`src/rtl/bnn_seq_pkg.sv`:
```
// Shared state encoding, default geometry and width helpers for the BNN batch sequencer.
package bnn_seq_pkg;

   localparam int DEF_FEAT_CNT  = 11;
   localparam int DEF_FEAT_BITS = 4;
   localparam int DEF_CLASS_CNT = 7;
   localparam int DEF_TEST_CNT  = 1000;

   typedef enum logic [2:0] {
      S_IDLE,
      S_FETCH,
      S_WAIT_MEM,
      S_SETTLE,
      S_EMIT,
      S_DONE
   } state_t;

   // Width of a class label; never collapses to zero bits.
   function automatic int cw_of(input int class_cnt);
      return (class_cnt > 1) ? $clog2(class_cnt) : 1;
   endfunction

   // Width of a vector index; never collapses to zero bits.
   function automatic int aw_of(input int test_cnt);
      return (test_cnt > 1) ? $clog2(test_cnt) : 1;
   endfunction

endpackage

```
`src/rtl/bnn_seq_stats.sv`:
```
// Per-batch accumulation: count of correct classifications and sticky out-of-range flag.
module bnn_seq_stats #(
   parameter int AW = 10
) (
   input  logic        clk,
   input  logic        rst_n,
   input  logic        i_clear,
   input  logic        i_sample,
   input  logic        i_range_bad,
   input  logic        i_accept,
   input  logic        i_hit,
   output logic [AW:0] o_correct_cnt,
   output logic        o_range_err
);

   logic [AW:0] r_correct_cnt;
   logic        r_range_err;

   // NOTE: state registers use non-blocking assignments so every flop samples pre-edge values.
   always_ff @(posedge clk or negedge rst_n) begin
      if (!rst_n) begin
         r_correct_cnt <= '0;
         r_range_err   <= 1'b0;
      end else if (i_clear) begin
         r_correct_cnt <= '0;
         r_range_err   <= 1'b0;
      end else begin
         if (i_accept && i_hit)
            r_correct_cnt <= r_correct_cnt + (AW+1)'(1);
         if (i_sample && i_range_bad)
            r_range_err <= 1'b1;
      end
   end

   assign o_correct_cnt = r_correct_cnt;
   assign o_range_err   = r_range_err;

endmodule

```
`src/rtl/bnn_batch_sequencer.sv`:
```
// Walks a batch of test vectors through an external combinational classifier and streams scored results.
module bnn_batch_sequencer
   import bnn_seq_pkg::*;
#(
   parameter  int FEAT_CNT   = DEF_FEAT_CNT,
   parameter  int FEAT_BITS  = DEF_FEAT_BITS,
   parameter  int CLASS_CNT  = DEF_CLASS_CNT,
   parameter  int TEST_CNT   = DEF_TEST_CNT,
   parameter  int SETTLE_CYC = 2,
   localparam int CW         = cw_of(CLASS_CNT),
   localparam int AW         = aw_of(TEST_CNT),
   localparam int FW         = FEAT_CNT * FEAT_BITS
) (
   input  logic          clk,
   input  logic          rst_n,
   input  logic          start,
   input  logic          abort,
   output logic          mem_rd,
   output logic [AW-1:0] mem_addr,
   input  logic [FW+CW-1:0] mem_data,
   output logic [FW-1:0] features,
   input  logic [CW-1:0] prediction,
   output logic          out_valid,
   input  logic          out_ready,
   output logic [AW-1:0] out_index,
   output logic [CW-1:0] out_class,
   output logic          out_hit,
   output logic          busy,
   output logic          done,
   output logic [AW:0]   correct_cnt,
   output logic          range_err
);

   localparam logic [AW-1:0] LAST_IDX    = AW'(TEST_CNT - 1);
   localparam logic [3:0]    SETTLE_LOAD = 4'(SETTLE_CYC);
   localparam logic [CW:0]   CLASS_LIM   = (CW+1)'(CLASS_CNT);

   state_t        r_state;
   logic [AW-1:0] r_idx;
   logic [3:0]    r_settle;
   logic [FW-1:0] r_features;
   logic [CW-1:0] r_label;
   logic          r_mem_rd;
   logic          r_out_valid;
   logic [CW-1:0] r_out_class;
   logic          r_out_hit;
   logic          r_busy;
   logic          r_done;

   logic w_abort;
   logic w_clear;
   logic w_sample;
   logic w_accept;
   logic w_range_bad;
   logic w_hit;

   // Abort only matters once a batch is running; in IDLE a simultaneous start wins.
   assign w_abort     = abort && (r_state != S_IDLE);
   assign w_clear     = (r_state == S_IDLE) && start;
   assign w_sample    = (r_state == S_SETTLE) && (r_settle == 4'd1) && !w_abort;
   assign w_accept    = (r_state == S_EMIT) && r_out_valid && out_ready && !w_abort;
   assign w_range_bad = ({1'b0, prediction} >= CLASS_LIM);
   assign w_hit       = (prediction == r_label) && !w_range_bad;

   always_ff @(posedge clk or negedge rst_n) begin
      if (!rst_n) begin
         r_state     <= S_IDLE;
         r_idx       <= '0;
         r_settle    <= '0;
         r_features  <= '0;
         r_label     <= '0;
         r_mem_rd    <= 1'b0;
         r_out_valid <= 1'b0;
         r_out_class <= '0;
         r_out_hit   <= 1'b0;
         r_busy      <= 1'b0;
         r_done      <= 1'b0;
      end else begin
         r_mem_rd <= 1'b0;
         r_done   <= 1'b0;
         if (w_abort) begin
            r_state     <= S_IDLE;
            r_out_valid <= 1'b0;
            r_busy      <= 1'b0;
         end else begin
            case (r_state)
               S_IDLE: begin
                  if (start) begin
                     r_idx    <= '0;
                     r_mem_rd <= 1'b1;
                     r_busy   <= 1'b1;
                     r_state  <= S_FETCH;
                  end
               end
               S_FETCH: r_state <= S_WAIT_MEM;
               S_WAIT_MEM: begin
                  r_features <= mem_data[FW+CW-1:CW];
                  r_label    <= mem_data[CW-1:0];
                  r_settle   <= SETTLE_LOAD;
                  r_state    <= S_SETTLE;
               end
               S_SETTLE: begin
                  r_settle <= r_settle - 4'd1;
                  // Prediction is captured here so the EMIT payload cannot move under back-pressure.
                  if (r_settle == 4'd1) begin
                     r_out_valid <= 1'b1;
                     r_out_class <= prediction;
                     r_out_hit   <= w_hit;
                     r_state     <= S_EMIT;
                  end
               end
               S_EMIT: begin
                  if (out_ready) begin
                     r_out_valid <= 1'b0;
                     if (r_idx == LAST_IDX) begin
                        r_done  <= 1'b1;
                        r_state <= S_DONE;
                     end else begin
                        r_idx    <= r_idx + AW'(1);
                        r_mem_rd <= 1'b1;
                        r_state  <= S_FETCH;
                     end
                  end
               end
               S_DONE: begin
                  r_busy  <= 1'b0;
                  r_state <= S_IDLE;
               end
               default: r_state <= S_IDLE;
            endcase
         end
      end
   end

   bnn_seq_stats #(.AW(AW)) u_stats (
      .clk          (clk),
      .rst_n        (rst_n),
      .i_clear      (w_clear),
      .i_sample     (w_sample),
      .i_range_bad  (w_range_bad),
      .i_accept     (w_accept),
      .i_hit        (r_out_hit),
      .o_correct_cnt(correct_cnt),
      .o_range_err  (range_err)
   );

   assign mem_rd    = r_mem_rd;
   assign mem_addr  = r_idx;
   assign features  = r_features;
   assign out_valid = r_out_valid;
   assign out_index = r_idx;
   assign out_class = r_out_class;
   assign out_hit   = r_out_hit;
   assign busy      = r_busy;
   assign done      = r_done;

endmodule
```
`config.mk`:
```
export PLATFORM = sky130hd
export DESIGN_NAME = bnn_batch_sequencer
export DESIGN_NICKNAME = d
export VERILOG_FILES = /design/src/rtl/bnn_seq_pkg.sv /design/src/rtl/bnn_seq_stats.sv /design/src/rtl/bnn_batch_sequencer.sv
export SDC_FILE = /design/constraint.sdc
export NUM_CORES = 1
export LEC_CHECK = 0
export CORE_MARGIN = 2
export CORE_UTILIZATION = 48
export DETAILED_ROUTE_END_ITERATION = 10
export GPL_ROUTABILITY_DRIVEN = 0
export PLACE_DENSITY = 0.94
export SYNTH_ARGS = -nofsm -noshare
export SYNTH_HDL_FRONTEND = slang
export SYNTH_SLANG_ARGS = --single-unit
```
`constraint.sdc`:
```
create_clock -name clk -period 5.4 [get_ports clk]
set_input_delay 0.54 -clock clk [delete_from_list [all_inputs] [get_ports clk]]
set_output_delay 0.54 -clock clk [all_outputs]
set_load 0.005 [all_outputs]
```
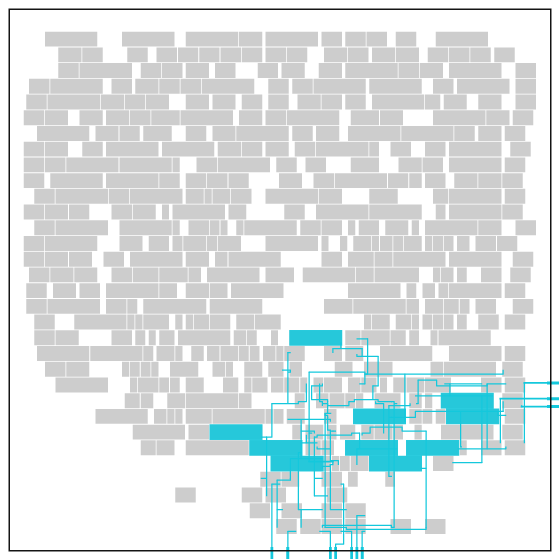
run_1/io_fan.png
[mem_addr] cyan | bits: 10 | direction: output | end cells: 10 | buffers: 10 | wire: 608 um

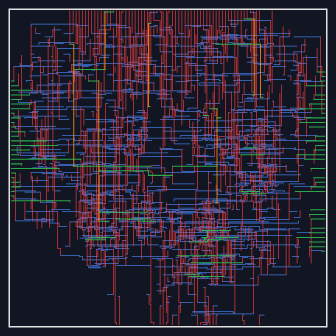
run_1/wires.png
[metal 3] green | wire length: 509 um
[metal 4] orange | wire length: 185 um
[metal 2] red | wire length: 4810 um
[metal 1] blue | wire length: 3710 um

==> notes.md, run 1 <==
Implementation status.

- In the final timing run, aggregate negative setup slack is 0 ns.
- In this run the number of H-tree levels came out at 3.
- Once detail routing completed, the nets flagged for antenna violations numbered 0.
- The detail-routed via count per cell is 5.473.
- The report lists the number of cells resized after CTS as 0.
- The worst setup path startpoint is abort.
- The final count of negative-setup-slack endpoints is 0.
- The endpoint identified for the worst register-to-register timing path is features[8]$_DFFE_PN0P_.
- The via count of the first global-routing pass is 2973.
- After filler insertion, the fill cell instance count of the layout stands at 521.
- The flow ran to the end, and the final reports show no timing, DRC or antenna violations.
- The post-placement cell count is 536.
- Per the post-run analysis, buffers plus inverters along the critical path come to 2.
- TritonCTS created 9 clock buffers.
- In this run the static leakage power is 2.310 nW.
- Per the run summary, max-cap violations total 0.
- The estimated wirelength of the detail-placed design is 6386 um.
- In the final layout, the multi-input gates occupy 0.001560 mm^2.
- The top achievable clock speed is 393.7 MHz.
- The count of nets after finishing is 504.
- In this design, the stage delay of the slowest critical-path cell is 0.60 ns.
- The first detailed-routing pass ran for 4 iterations.
- The synthesized flop and latch total is 84.
- In the power breakdown, the internal column shows 0.001668 W.
- The worst setup path is captured at a register.
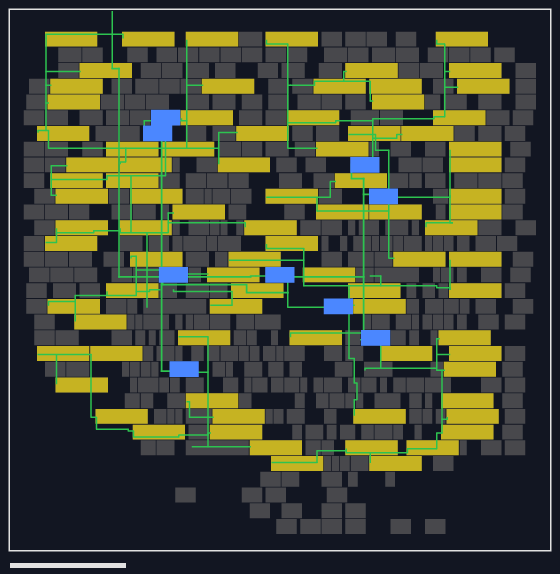
run_1/clk_routes.png
Scale bar: 20 um.
[clock wires] green | length: 953 um
[clock drivers] blue | count: 9
[flip-flops] yellow | count: 84
routed clock nets: 10
flops lie: all over the die

## run 1: routing by layer
layer	GRT usage	up-vias	routed length [um]
met5	0	-	0
met4	0.07475	0	184
met3	0.04029	17	508
met2	0.3627	123	4811
met1	0.2692	1488	3706
li1	-	1393	-
## run 1: power groups by stage
stage	Sequential (W)	Combinational, W	Clock, W
after global placement	0.000974	0.000792	0
final	0.000983	0.000823	0.000513
after floorplan	0.000970	0.000353	0
after global routing	0.00101	0.000892	0.000552
after CTS	0.000983	0.000835	0.000522
after detailed placement	0.000990	0.000822	0
## run 1: cells by family (layout without fill, tap and decap cells)
group                      after synthesis  count (layout)
muxes                                   53              53
and+or+nand+nor                         89              89
xor gates and xnor gates                 7               7
adders and majority gates                4               4
DFF                                     84              84
buffers and inverters                   30             163
AOI/OAI and AO/OA                       50              50
## run 1: cells in the mapped netlist (all sizes together), types with 4 or more instances
cell type / count
nand2: 17
mux2: 50
or3: 5
and3: 7
nor3: 6
ha: 4
a21oi: 9
nor2b: 5
o21ai: 15
buf: 19
nand3: 9
nand4: 5
dfrtp: 84
nor2: 17
xor2: 6
inv: 8
## run 1: layout make-up
class,instances,share of cell area
Clock buffer,11,0.02783
Clock inverter,5,0.01518
Inverter,8,0.005520
Multi-Input combinational cell,203,0.2868
Sequential cell,84,0.3864
Tap cell,102,0.02346
Timing Repair Buffer,139,0.2548
## run 1: through the flow
stage | utilization | total power [W] | hold WS (ns)
6_report | 0.7040 | 0.002319 | 0.3560
4_1_cts | 0.7040 | 0.002340 | 0.4119
3_5_place_dp | 0.6737 | 0.001812 | 0.4928
5_1_grt | 0.7040 | 0.002453 | 0.4613
2_1_floorplan | - | 0.001323 | 0.2444
3_3_place_gp | 0.6737 | 0.001765 | 0.4888
==> run 2: changes to the inputs <==
--- a/config.mk
+++ b/config.mk
@@ -6,10 +6,10 @@
 export NUM_CORES = 1
 export LEC_CHECK = 0
 export CORE_MARGIN = 2
-export CORE_UTILIZATION = 48
+export CORE_UTILIZATION = 45
 export DETAILED_ROUTE_END_ITERATION = 10
 export GPL_ROUTABILITY_DRIVEN = 0
-export PLACE_DENSITY = 0.94
+export PLACE_DENSITY = 0.9
 export SYNTH_ARGS = -nofsm -noshare
 export SYNTH_HDL_FRONTEND = slang
 export SYNTH_SLANG_ARGS = --single-unit
==> constraint.sdc (replaced) <==
create_clock -name clk -period 2.4 [get_ports clk]
set_input_delay 0.24 -clock clk [delete_from_list [all_inputs] [get_ports clk]]
set_output_delay 0.24 -clock clk [all_outputs]
set_load 0.005 [all_outputs]
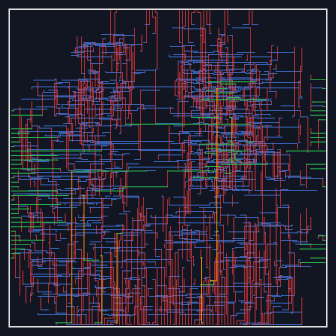
run_2/wires.png
[metal 3] green | wire length: 566 um
[metal 4] orange | wire length: 208 um
[metal 2] red | wire length: 4690 um
[metal 1] blue | wire length: 3800 um

==> run 2 against run 1 <==
Die area grew 6.4%. Sequential cell count unchanged. Design area grew 0.76%. Cell count grew 1.6%. Wire length rose by 0.51%. Synthesized area unchanged. Worst setup slack lost 2.5 ns. Clock power rose by 100%. Clock-buffer cell count is 1 lower. Synthesized cell count did not move. Via count fell by 1.1%. Highest routed layer unchanged.
==> notes.md, run 2 <==
Implementation status.

- The flow ran to the end, and the final reports show no timing, DRC or antenna violations.
- The worst hold slack is 0.4266 ns (+0.07059 ns).
- The multi-input gate area in the final layout came to 0.001560 mm^2 (unchanged).
- The nature of the critical path endpoint is a register.
- The final-layout fill cell count is 644 (+24%).
- By count the netlist is led by 84 x sky130_fd_sc_hd__dfrtp_1, 50 x sky130_fd_sc_hd__mux2_2, 17 x sky130_fd_sc_hd__nand2_1.
- The leakage dissipation was 2.321 nW (+0.45%).
- The via count of the first global-routing pass is 2962 (-0.37%).
- The number of buffers added by the clock tree synthesis step is 9 (unchanged).
- The number of levels the H-tree was split into is 3 (unchanged).
- The detail-routed via count per cell was 5.324 (-2.7%).
- Derived from the worst setup path, the maximum achievable clock frequency is 494.7 MHz.
- Post-synthesis, Yosys gives the total cell area as 0.003840 mm^2.
- The setup TNS was 0 ns (unchanged).
- Sorting the synthesis cell report by count puts at the top sky130_fd_sc_hd__dfrtp_1.
- The number of optimization iterations in the first detailed-route pass is 4 (unchanged).
- Looking at the reg2reg group, the worst path ends at mem_addr[7]$_DFFE_PN0P_.
- The synthesized flop and latch total was 84 (unchanged).
- The number of top-level pins is 139.
- The estimated wirelength of the detail-placed design is 6785 um (+6.2%).
- The post-route antenna net violation count is 0 (unchanged).
- Hold-check failures listed in the final report amount to 0.
- The count of nets after finishing is 510 (+1.2%).
- The tally of max-capacitance violations is 0 (unchanged).
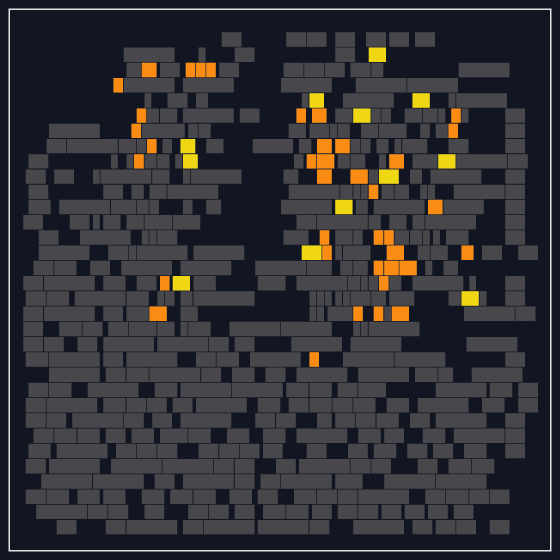
run_2/logic_types.png
[non-inverting ao/oa cells] yellow | cells: 12
[aoi and oai cells] orange | cells: 38

## run 2: cell counts after synthesis
Identical to the previous run, type by type.
## run 2: through the flow
step                power [W]  worst slack, ns  utilization  cells
floorplan            0.002978           0.6648            -    317
global placement     0.004010           0.2914       0.6385    544
detailed placement   0.004109           0.2043       0.6385    544
CTS                  0.005144           0.4228       0.6638    561
global route         0.005404           0.2340       0.6638    561
finish               0.005098           0.3784       0.6638    561
## run 2: critical path: stages (launching register included)
cell and delay, ns:
sky130_fd_sc_hd__dfrtp_1 0.57, sky130_fd_sc_hd__or2_2 0.41, sky130_fd_sc_hd__nor2_2 0.32, sky130_fd_sc_hd__nand2_1 0.19, sky130_fd_sc_hd__o311ai_0 0.41
## run 2: cell families (layout without fill, tap and decap cells)
kind of cell,count (synthesis),after routing
simple gates,89,89
buf+inv,30,169
compound gates,50,50
flops,84,84
xor+xnor,7,7
fa+ha+maj,4,4
mux,53,53
## run 2: final cells by class
class | count | area share
clock buffer | 10 | 0.02328
clock inverter | 6 | 0.01301
inverter | 8 | 0.005478
multi-input combinational | 203 | 0.2846
sequential | 84 | 0.3835
tap | 105 | 0.02397
timing repair buffer | 145 | 0.2661
## run 2: routing by layer
metal,track usage,wire (um),vias up
li1,-,-,1404
met1,0.2674,3796,1455
met2,0.3455,4688,111
met3,0.05120,566,17
met5,0,0,-
met4,0.09390,207,0
## run 2: repair_timing
item                      in CTS  in global routing
hold buffers                   1                  0
gates resized                  0                  0
hold endpoints to repair      39                  0
## run 2: power by group through the flow
stage	Sequential (W)	Clock, W	Combinational (W)
global route	0.00228	0.00110	0.00202
global placement	0.00219	0	0.00182
floorplan	0.00218	0	0.000794
CTS	0.00221	0.00104	0.00190
detailed placement	0.00223	0	0.00188
finish	0.00220	0.00103	0.00186
Power is estimated from default activity; no workload was simulated.
